Design shader_zsched, sky130hd; sources not shown.
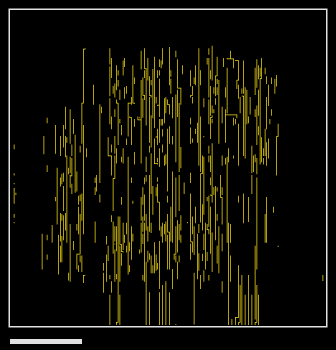
(signal wires on met2)
The bar under the picture is 20 um long.
The wires run mostly vertical. 241 nets have wire on it. The layer holds 47% of the routed length. The longest straight run is 32.6 um. The layer carries 2460 um of wire.
vias: 1807
total routed wirelength: 5.24 mm
routing usage on met2: 0.245

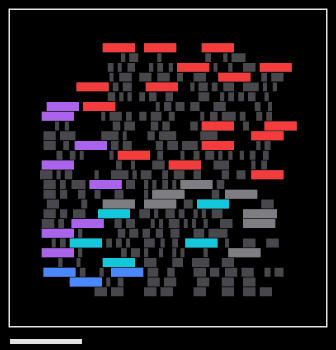
(sequential cells grouped by signal name)
The bar under the picture is 20 um long. Other sequential cells in the stronger gray, the rest of the logic in the fainter gray.
Key: red = `wait_cnt_q` [placed flops 16]; purple = `done_acc_q` [placed flops 8, where left middle]; blue = `layer_sel` [placed flops 3]; cyan = `pending_q` [placed flops 5]
Another 8 sequential cells are not colored.
Sequential cell area: 1000 um^2
Seq area share: 0.396
post-layout util: 0.499

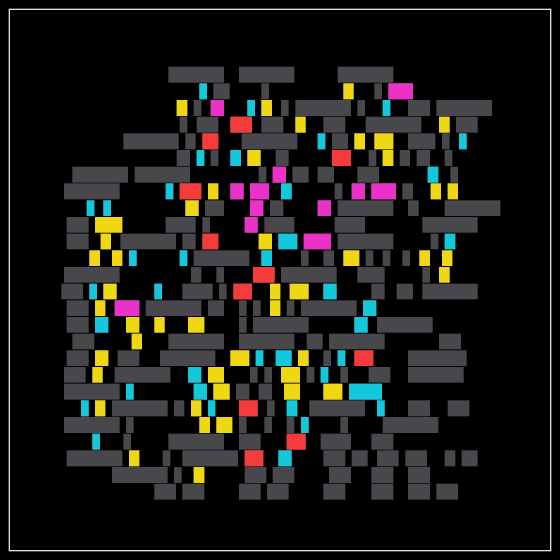
(selected gate families)
Key: magenta = AND and OR gates [cells 12]; red = AND-OR and OR-AND gates [cells 11]; yellow = inverting AOI/OAI gates [cells 46]; cyan = NOR gates [cells 38]
logic share of the area: 0.383
final cell count without fillers: 327
most numerous logic cell after layout: dfrtp_1

==> results.json <==
{
  "outcome": "complete, no violations",
  "numPortBuffers": 31,
  "max_freq_mhz": 567,
  "yosysCellCount": 233,
  "path_max_fanout": 17,
  "p_switching_mw": 0.879,
  "route.detailed.drc": 0,
  "synth_cell_types": 43,
  "powerDensity_nw_per_um2": 944,
  "warnings": 27,
  "topCellsByArea": "dfrtp_1 (46%), nand2_1 (6.0%), nor2_1 (3.9%)",
  "hpwl_mm": 3.87,
  "num-fill-cells": 594,
  "h-tree-depth": 2,
  "syn2layout_area_growth_pct": 19.0,
  "grtUsageTotal": 0.147,
  "routedWlPerCell_um": 16.0,
  "clockPowerShare": 0.214,
  "finalWorstSetupSlack_ns": 0.407,
  "yosys_warnings": 0,
  "most-common-layout-cells": "dfrtp_1 (39), nand2_1 (34), clkdlybuf4s50_1 (30)",
  "first_pass_iters": 4,
  "synth-edff-count": 0,
  "crit_buf_inv": 1,
  "grt_pass1_wl_mm": 9.06,
  "r2r_cells": 5,
  "p_leak_nw": 1.13,
  "synth-seq-cells": 40,
  "antenna_found_initial": 0,
  "setup_viol": 0,
  "clk_pin_slew_ns": 0.09,
  "drive_gt1_frac": 0.0856,
  "crit_path_max_incr_delay_ns": 0.50,
  "intPower_mw": 1.51,
  "design_area_um2": 2530,
  "ir_drop_v": 0.000418,
  "cap_violations": 0,
  "grt-ovfl-total": 0,
  "top_area_frac": 0.458,
  "die_h_um": 88.1,
  "power_frac_comb": 0.322,
  "ios": 32,
  "place_ws_ns": 0.137,
  "worst_slew_pin_slew_ns": 0.638,
  "largest_area_cell": "dfrtp_1",
  "worst_hold_path_type": "input pin to asynchronous set/reset pin"
}
[cells by family after synthesis]
family,synth area share
buffers and inverters,0.0734
AND-OR/OR-AND,0.177
adder cells (fa/ha/maj),0.0117
multiplexers,0.0329
flip-flops,0.471
AND/OR/NAND/NOR,0.234
[cell usage after synthesis, types with 3 or more instances]
cell type / count
a21oi_1: 14
a22o_1: 4
a31oi_1: 3
and3_1: 6
buf_2: 8
buf_4: 7
clkbuf_1: 5
dfrtp_1: 39
inv_1: 6
mux2i_1: 7
nand2_1: 34
nand2b_1: 3
nand3_1: 7
nand4_1: 5
nor2_1: 22
nor3_1: 6
nor4_1: 5
o21ai_0: 7
o21ai_1: 7
o22ai_1: 3
o31ai_1: 5
[layout make-up]
cell class / count / area share
clock buffers: 5 / 0.0272
well taps: 70 / 0.0346
clock inverters: 3 / 0.00938
inverters: 6 / 0.00889
multi-input cells: 165 / 0.383
repair buffers: 38 / 0.141
flip-flops and latches: 40 / 0.396
[metal layers]
metal	track usage	routed length, um
met5	0	0
met4	0.0445	52
met3	0.0319	111
met2	0.245	2460
met1	0.186	2620
[power by group through the flow]
stage               Combinational (mW)  Sequential (mW)  Clock [mW]
CTS                              0.785             1.11       0.530
global placement                 0.759             1.12           0
floorplan                        0.529             1.04           0
finish                           0.770             1.11       0.511
global route                     0.871             1.14       0.553
detailed placement               0.784             1.12           0
[worst register-to-register path, stage by stage (launching register included)]
cell and delay, ns:
dfrtp_1 0.50, nand2b_1 0.48, buf_4 0.32, nor3_1 0.17, a21oi_1 0.05, o21ai_0 0.16
